### Clock network drawn from the DEF, run 1

Scale: 4 px per um.
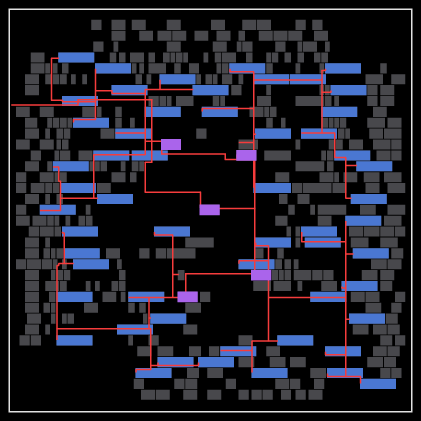
### Routing congestion map, run 1

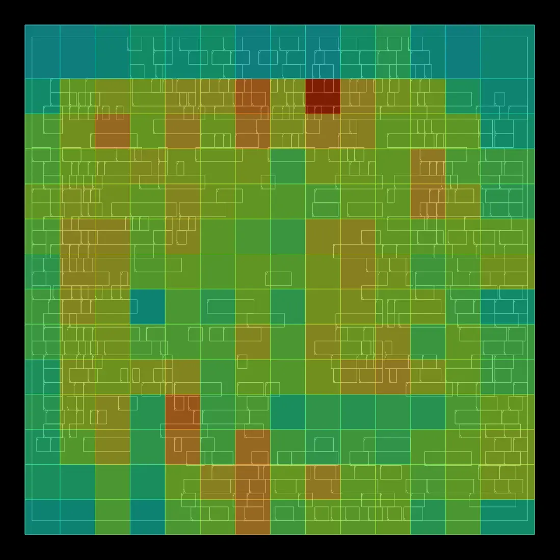
### Local utilization, run 1

Scale: 4 px per um. The die is cut into 10 by 10 equal tiles; dark blue is low, red is high, 0 to 100% covered.
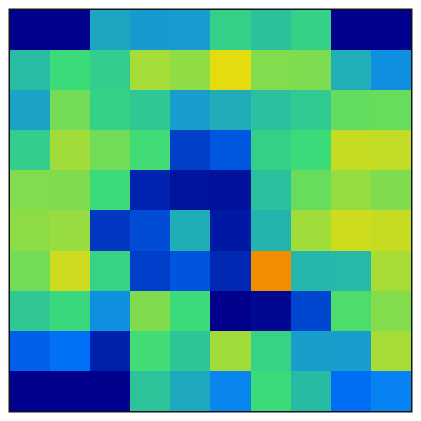
**config.mk**
```make
export PLATFORM = sky130hd
export DESIGN_NAME = lc3_mem_arbiter
export DESIGN_NICKNAME = d
export VERILOG_FILES = /design/src/rtl/lc3_mem_arbiter.sv
export SDC_FILE = /design/constraint.sdc
export NUM_CORES = 1
export LEC_CHECK = 0
export ABC_CLOCK_PERIOD_IN_PS = 2000
export CAP_MARGIN = 20
export CELL_PAD_IN_SITES_DETAIL_PLACEMENT = 0
export CELL_PAD_IN_SITES_GLOBAL_PLACEMENT = 1
export CORE_UTILIZATION = 26
export DETAILED_ROUTE_END_ITERATION = 8
export PLACE_DENSITY = 0.78
export SYNTH_ARGS = -nofsm -noshare
export SYNTH_HDL_FRONTEND = slang
export SYNTH_SLANG_ARGS = --single-unit
export TNS_END_PERCENT = 5
```
**constraint.sdc**
```tcl
create_clock -name clk -period 2 [get_ports clk]
set_clock_uncertainty 0.1 [all_clocks]
set_input_delay 0.4 -clock clk [delete_from_list [all_inputs] [get_ports clk]]
set_output_delay 0.4 -clock clk [all_outputs]
set_load 0.05 [all_outputs]
```
**src/rtl/lc3_mem_arbiter.sv**
```systemverilog
`default_nettype none
// ============================================================================
// Module   : lc3_mem_arbiter
// Purpose  : Round-robin sharing of the single-port LC3 main memory between
//            the CPU datapath and the program loader/debug port.
// Revision : 1.0 - initial release
// ============================================================================
module lc3_mem_arbiter #(
    parameter int ADDR_W = 16,
    parameter int DATA_W = 16,
    parameter int RD_LAT = 1
) (
    input  logic              clk,
    input  logic              reset,
    input  logic              cpu_req,
    input  logic              cpu_we,
    input  logic [ADDR_W-1:0] cpu_addr,
    input  logic [DATA_W-1:0] cpu_wdata,
    output logic              cpu_ack,
    output logic [DATA_W-1:0] cpu_rdata,
    input  logic              ldr_req,
    input  logic              ldr_we,
    input  logic [ADDR_W-1:0] ldr_addr,
    input  logic [DATA_W-1:0] ldr_wdata,
    output logic              ldr_ack,
    output logic [DATA_W-1:0] ldr_rdata,
    output logic              mem_en,
    output logic              mem_we,
    output logic [ADDR_W-1:0] mem_addr,
    output logic [DATA_W-1:0] mem_wdata,
    input  logic [DATA_W-1:0] mem_rdata,
    output logic              busy,
    output logic              owner
);

    localparam int CNT_W = (RD_LAT > 1) ? $clog2(RD_LAT) : 1;

    typedef enum logic [1:0] {
        S_IDLE  = 2'd0,
        S_ISSUE = 2'd1,
        S_WAIT  = 2'd2,
        S_ACK   = 2'd3
    } state_t;

    state_t            state;
    logic [CNT_W-1:0]  cnt;
    logic [DATA_W-1:0] rdata_reg;
    logic              grant_ldr;

    // On a tie the requester that did not own the last grant wins.
    assign grant_ldr = ldr_req & (~cpu_req | ~owner);

    always_ff @(posedge clk or negedge reset) begin
        if (!reset) begin
            state     <= S_IDLE;
            cnt       <= '0;
            rdata_reg <= '0;
            owner     <= 1'b1;
            mem_en    <= 1'b0;
            mem_we    <= 1'b0;
            mem_addr  <= '0;
            mem_wdata <= '0;
            cpu_ack   <= 1'b0;
            ldr_ack   <= 1'b0;
        end else begin
            mem_en  <= 1'b0;
            mem_we  <= 1'b0;
            cpu_ack <= 1'b0;
            ldr_ack <= 1'b0;
            case (state)
                S_IDLE: begin
                    if (cpu_req || ldr_req) begin
                        owner     <= grant_ldr;
                        mem_en    <= 1'b1;
                        mem_we    <= grant_ldr ? ldr_we    : cpu_we;
                        mem_addr  <= grant_ldr ? ldr_addr  : cpu_addr;
                        mem_wdata <= grant_ldr ? ldr_wdata : cpu_wdata;
                        state     <= S_ISSUE;
                    end
                end
                S_ISSUE: begin
                    // mem_we still holds the selection made in IDLE here
                    if (mem_we) begin
                        cpu_ack <= ~owner;
                        ldr_ack <= owner;
                        state   <= S_ACK;
                    end else begin
                        cnt   <= CNT_W'(RD_LAT - 1);
                        state <= S_WAIT;
                    end
                end
                S_WAIT: begin
                    if (cnt == '0) begin
                        rdata_reg <= mem_rdata;
                        cpu_ack   <= ~owner;
                        ldr_ack   <= owner;
                        state     <= S_ACK;
                    end else begin
                        cnt <= cnt - 1'b1;
                    end
                end
                S_ACK: begin
                    state <= S_IDLE;
                end
                default: begin
                    state <= S_IDLE;
                end
            endcase
        end
    end

    assign busy      = (state != S_IDLE);
    assign cpu_rdata = rdata_reg;
    assign ldr_rdata = rdata_reg;

endmodule
`default_nettype wire

```
==> qor.yml, run 1 <==
synthesis:
  synth_seq_share_pct: 54.9
  synth-area-yosys_um2: 2510
  synth_top_area_share_pct: 53.8
  synth.cellmix.xorXnorShare_pct: 0
  top_area_cell: "dfrtp_1"
  synthCells: 256
  top_cells_by_area: "dfrtp_1, a21oi_1, mux2_2"
  synth_stat.cells: 256
  yosysUniqueCellTypes: 19
  ys_sh_mux_pct: 7.17
  ys.flops: 55
  adder_share_pct: 1.49
  synth_nets: 345
  top_logic_kind: "AND-OR/OR-AND gates"
  simple_gate_area_share_pct: 10.9
timing:
  relSlewSlack_pct: 65.3
  tightest_slew_ns: 0.519
  rsz0062_at_grt: "false"
  setup_slack_ns: 0.0424
  fin_crit_ns: 1.96
  finalCritPeriodShare_pct: 97.9
  final_hold_viol_count: 0
  setup_viol: 0
detailed_routing:
  drc: 0
  antenna_left: 0
  vias: 2298
  dr.pass1.iters: 4
  vias_per_cell: 4.35
  dr.first_iter.drc_count: 56
finish:
  syn2layout_area_growth_pct: 65.5
  num_antenna_cells: 0
  design_area_um2: 4160
  drive_gt1_share_pct: 21.1
  final_cells: 528
  final_common_cell: "clkdlybuf4s50_1"
cts:
  clock_path_buffers: 2
  cts_made_buffers: 5
  clk_pin_slew_ns: 0.10
  cts_setup_buffers: 0
  clk_root_buffer_cell: "clkbuf_8"
floorplanning:
  die_h_um: 100
  core-area_um2: 9280
  fp_util_pct: 27.0
  rows: 35
  die_x_um: 100
worst_setup_path:
  slowest_stage: "clkdlybuf4s50_1"
  cp-startpoint: "mem_wdata[8]"
  ff2ff_path_depth: 7
  cp-start-kind: "flip-flop"
  slowest_delay_ns: 0.80
  arrival_ns: 1.46
  worstSetupEndpoint: "mem_wdata[8]"
  path_delay_family: "buffers and inverters"
  worstPathRequired_ns: 1.50
  r2r_end: "mem_addr[7]"
  cp_num_buf_inv: 1
  worst-path-stages: 1
placement:
  routabilityCongestion: 0.744
  dp_hpwl_um: 5250
  place_area_um2: 4040
  dp.cells: 520
run_status:
  status: "complete, no violations"
min_path:
  hold_class: "flip-flop to flip-flop"
  worstHoldStart: "cpu_rdata[2]"
  hold_path_end: "cpu_rdata[2]"
  min_path_cells: 1
global_route:
  antenna_found_initial: 0
  grt_max_degree: 34
pwr:
  ir_worst_vdd_v: 0.000776
  p_total_mw: 8.08
  p_leak_nw: 1.93
flow_run:
  max_cap_viol_count: 0
  tool_warnings: 28
About 'Clock network drawn from the DEF':
clock wires -> red  # length 724 um
flip-flops -> blue  # count 55
clock-net drivers -> purple  # count 5
flops lie = all over the die

About 'Routing congestion map':
drt wl/cell: 13.5 um
met1 usage: 17.7%
GRT met3 Usage: 4.53%
Final Util: 44.8%

About 'Local utilization':
fullest tile = 84%
emptiest ninth of the die = middle
tiles over 75% full = 1.0%
densest ninth of the die = right middle

## run 1: what timing repair did
item | CTS | global route
setup endpoints to repair | 11 | 12
cloned | 0 | 0
endpoints found under the hold margin | 24 | 0
gates resized | 11 | 12
hold buffers | 1 | 0
## run 1: synth_stat cells
master / count
a21bo_2: 1
a21boi_4: 1
a21oi_1: 66
a31oi_1: 1
and2_0: 1
buf_2: 8
buf_4: 20
buf_6: 3
dfrtp_1: 54
dfstp_2: 1
ha_1: 3
inv_1: 4
inv_2: 1
mux2_2: 16
nand2_1: 35
nor2_1: 34
o21ai_0: 5
o21ai_2: 1
or3b_1: 1
## run 1: final cells by class
| type | count | area [um^2] |
|---|---|---|
| Multi-Input combinational cell | 165 | 891 |
| Clock inverter | 1 | 5.00 |
| Sequential cell | 55 | 1380 |
| Clock buffer | 6 | 82.6 |
| Inverter | 5 | 18.8 |
| Timing Repair Buffer | 167 | 1620 |
| Tap cell | 129 | 161 |
| Fill cell | 934 | 5130 |
## run 1: registers in the layout, indices dropped and copies added, names as in the netlist
name and flops:
mem_en 1, state 2, mem_we 1, cpu_ack 1
owner 1, ldr_ack 1, cpu_rdata 16, mem_wdata 16
mem_addr 16
## run 1: per-layer routing
metal  global-route usage, %  share of wire (%)  up-vias
met3                    4.53                9.4        5
li1                        -                  -     1119
met1                    17.7                 44     1059
met4                    3.12               0.62        0
met2                    23.7                 46      115
met5                       0                  0        -
## run 1: where the power goes
group | total, mW | internal [mW] | switching (mW)
registers | 2.05 | 1.68 | 0.363
clock network | 0.621 | 0.273 | 0.348
logic | 5.41 | 1.78 | 3.63
## run 1: kinds of logic after synthesis
family	Yosys count
AND-OR/OR-AND	75
AND/OR/NAND/NOR	71
flip-flops	55
buffers and inverters	36
multiplexers	16
adder cells (fa/ha/maj)	3
--- run 2 (diff from run 1) ---
--- a/config.mk
+++ b/config.mk
@@ -6,12 +6,12 @@
 export NUM_CORES = 1
 export LEC_CHECK = 0
 export ABC_CLOCK_PERIOD_IN_PS = 2000
-export CAP_MARGIN = 20
 export CELL_PAD_IN_SITES_DETAIL_PLACEMENT = 0
 export CELL_PAD_IN_SITES_GLOBAL_PLACEMENT = 1
 export CORE_UTILIZATION = 26
 export DETAILED_ROUTE_END_ITERATION = 8
 export PLACE_DENSITY = 0.78
+export SLEW_MARGIN = 40
 export SYNTH_ARGS = -nofsm -noshare
 export SYNTH_HDL_FRONTEND = slang
 export SYNTH_SLANG_ARGS = --single-unit
### Port wiring, run 2

Scale: 3 px per um.
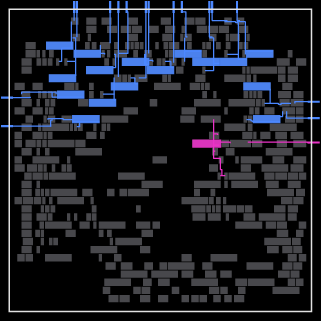
`mem_wdata` -> blue  # bits 16, direction output, edge 12 top, 2 right, 2 left, end cells 16, wire 413 um
`owner` -> magenta  # bits 1, direction output, edge right, end cells 1, wire 51.2 um
Port Buffers: 155
I/O pins: 156

### Local utilization, run 2

Scale: 4 px per um. The die is cut into 10 by 10 equal tiles; dark blue is low, red is high, 0 to 100% covered.
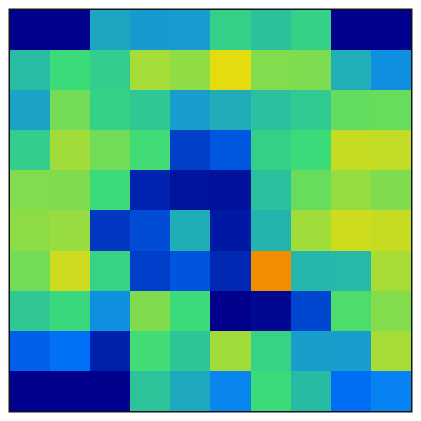
tiles over 75% full = 1.0%
nearly empty tiles = 9.0%
densest ninth of the die = right middle
emptiest ninth of the die = middle
mean over tiles = 40%
Core ar.: 9280 um^2
floorplan core density: 27.0%

==> run 2 against run 1 <==
Net effect: maximum frequency unchanged; design area unchanged; total power unchanged; critical path depth unchanged; sequential power about the same; combinational power about the same; die area unchanged; routed wire length unchanged; final cell count unchanged; critical path type unchanged; largest power group unchanged.
==> qor.yml, run 2 <==
detailed_routing:
  dr.pass1.iters: 4  # unchanged
  antenna_left: 0  # unchanged
  drc: 0  # unchanged
  dr.first_iter.drc_count: 56  # unchanged
  vias_per_cell: 4.35  # unchanged
  wire_per_inst_um: 13.5  # unchanged
  vias: 2298  # unchanged
worst_setup_path:
  cp_num_buf_inv: 1  # unchanged
  path_delay_family: "buffers and inverters"  # unchanged
  slowest_stage: "clkdlybuf4s50_1"  # unchanged
  crit_chain: "clkdlybuf4s50_1"  # unchanged
  cp-start-kind: "flip-flop"  # unchanged
  slowest_delay_ns: 0.80  # about the same
  arrival_ns: 1.46  # about the same
  worstPathRequired_ns: 1.50  # about the same
  critical_path.max_fanout: 2  # unchanged
timing:
  setup_viol: 0  # unchanged
  relSlewSlack_pct: 65.3  # unchanged
  fin_crit_ns: 1.96  # unchanged
  setup_slack_ns: 0.0424  # unchanged
  hold_ws_ns: 0.430  # unchanged
  rsz0062_at_grt: "false"  # unchanged
  finalCritPeriodShare_pct: 97.9  # unchanged
  final_hold_viol_count: 0  # unchanged
  tightest_slew_ns: 0.519  # unchanged
finish:
  design_area_um2: 4160  # unchanged
  lay_top_cells: "clkdlybuf4s50_1, a21oi_1, dfrtp_1"  # unchanged
  syn2layout_area_growth_pct: 65.5  # unchanged
  num_antenna_cells: 0  # unchanged
  final_common_cell: "clkdlybuf4s50_1"  # unchanged
  drive_gt1_share_pct: 21.1  # unchanged
  final_util_pct: 44.8  # unchanged
pwr:
  pg_seq_mw: 2.05  # about the same
  p_switching_mw: 4.35  # unchanged
  p_clk_mw: 0.621  # about the same
  p_comb_share_pct: 67.0  # about the same
  power_leader: "combinational cells"  # unchanged
  swShare_pct: 53.8  # unchanged
  powerComb_mw: 5.41  # about the same
  ir_worst_vdd_v: 0.000776  # unchanged
  p_leak_nw: 1.93  # unchanged
  p_int_mw: 3.74  # unchanged
  seqPwrFrac_pct: 25.3  # about the same
  p_clk_share_pct: 7.7  # about the same
cts:
  cts_sinks: 55  # unchanged
  cts_setup_buffers: 0  # unchanged
  clk_root_buffer_cell: "clkbuf_8"  # unchanged
  clk_pin_slew_ns: 0.10  # about the same
  clock_path_buffers: 2  # unchanged
  htree_num_levels: 2  # unchanged
  cts_made_buffers: 5  # unchanged
synthesis:
  synth.cellmix.xorXnorShare_pct: 0  # unchanged
  yosysUniqueCellTypes: 19  # unchanged
  yosys_warnings: 0  # unchanged
  edf_count: 0  # unchanged
  adder_share_pct: 1.49  # unchanged
  common_cells: "a21oi_1, dfrtp_1, nand2_1, nor2_1, buf_4"  # unchanged
  ys.flops: 55  # unchanged
  simple_gate_area_share_pct: 10.9  # unchanged
  synth_top_area_share_pct: 53.8  # unchanged
  top_logic_kind: "AND-OR/OR-AND gates"  # unchanged
  top_cells_by_area: "dfrtp_1, a21oi_1, mux2_2"  # unchanged
  async_flop_share_pct: 100  # unchanged
  synth.avg_cell_area_um2: 9.81  # unchanged
  synth_seq_share_pct: 54.9  # unchanged
  most_common_cell: "a21oi_1"  # unchanged
  synth-area-yosys_um2: 2510  # unchanged
  top_area_cell: "dfrtp_1"  # unchanged
  synth_nets: 345  # unchanged
  flop_cell: "dfrtp_1"  # unchanged
  ys_sh_mux_pct: 7.17  # unchanged
  synth_stat.cells: 256  # unchanged
  synthCells: 256  # unchanged
global_route:
  grt_first_pass_wirelength_um: 11100  # unchanged
  grt_max_degree: 34  # unchanged
  grt_pass1_vias: 2299  # unchanged
  antenna_found_initial: 0  # unchanged
  grt_overflow: 0  # unchanged
flow_run:
  tool_warnings: 28  # unchanged
  max_cap_viol_count: 0  # unchanged
floorplanning:
  die_x_um: 100  # unchanged
  chipArea_um2: 10100  # unchanged
  rows: 35  # unchanged
  die_h_um: 100  # unchanged
min_path:
  hold_class: "flip-flop to flip-flop"  # unchanged
run_status:
  status: "complete, no violations"  # unchanged
placement:
  dp_hpwl_um: 5250  # unchanged
  pre_cts_ws_ns: 0.0101  # unchanged
  place_area_um2: 4040  # unchanged
  routabilityCongestion: 0.744  # unchanged
### Clock network drawn from the DEF, run 2

Scale: 4 px per um.
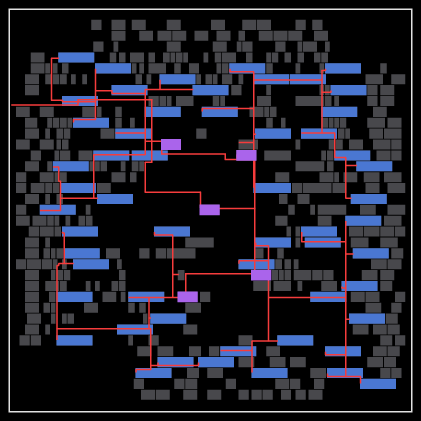
clock-net drivers -> purple  # count 5
flip-flops -> blue  # count 55
clock wires -> red  # length 724 um
flops lie = all over the die

==> run 2: cell counts in the layout (fill, tap and decap cells not counted) <==
No cell type changed its count.
==> run 2: kinds of logic after synthesis <==
kind of cell               Yosys count
AOI/OAI and AO/OA                   75
and+or+nand+nor                     71
DFF                                 55
buffers and inverters               36
muxes                               16
adders and majority gates            3
==> run 2: layer usage <==
metal	vias to the layer above	part of all wire [%]	GRT usage (%)	wire length (um)
met3	5	9.4	4.53	666
li1	1119	-	-	-
met5	-	0	0	0
met4	0	0.62	3.12	44
met1	1059	44	17.7	3110
met2	115	46	23.7	3290
==> run 2: path summary, 6_finish.rpt <==
check	cells past startpoint	slack [ns]	end	startpoint
setup / recovery	1	0.04	mem_wdata[8]	mem_wdata[8]
hold / removal	1	0.43	cpu_rdata[2]	cpu_rdata[2]
setup reg to reg	7	0.38	mem_addr[7]	state[1]
hold reg to reg	1	0.43	cpu_rdata[2]	cpu_rdata[2]
max in group asynchronous	3	0.89	owner	reset
min in group asynchronous	3	0.52	mem_addr[13]	reset
==> run 2: cell type report <==
cell class / instances / area [um^2]
tap: 129 / 161
multi-input combinational: 165 / 891
sequential: 55 / 1380
clock buffer: 6 / 82.6
clock inverter: 1 / 5.00
fill: 934 / 5130
timing repair buffer: 167 / 1620
inverter: 5 / 18.8
==> run 2: what timing repair did <==
item	4_1_cts	5_1_grt
endpoints found under the setup margin	11	12
resized	11	12
endpoints found under the hold margin	24	0
hold buffers	1	0
==> run 2: stage by stage <==
stage               cells  total power, mW
global placement      520             7.55
CTS                   528             8.20
finish                528             8.08
floorplan             256             5.93
global route          528             8.55
detailed placement    520             7.63
Power and IR drop assume default switching activity.
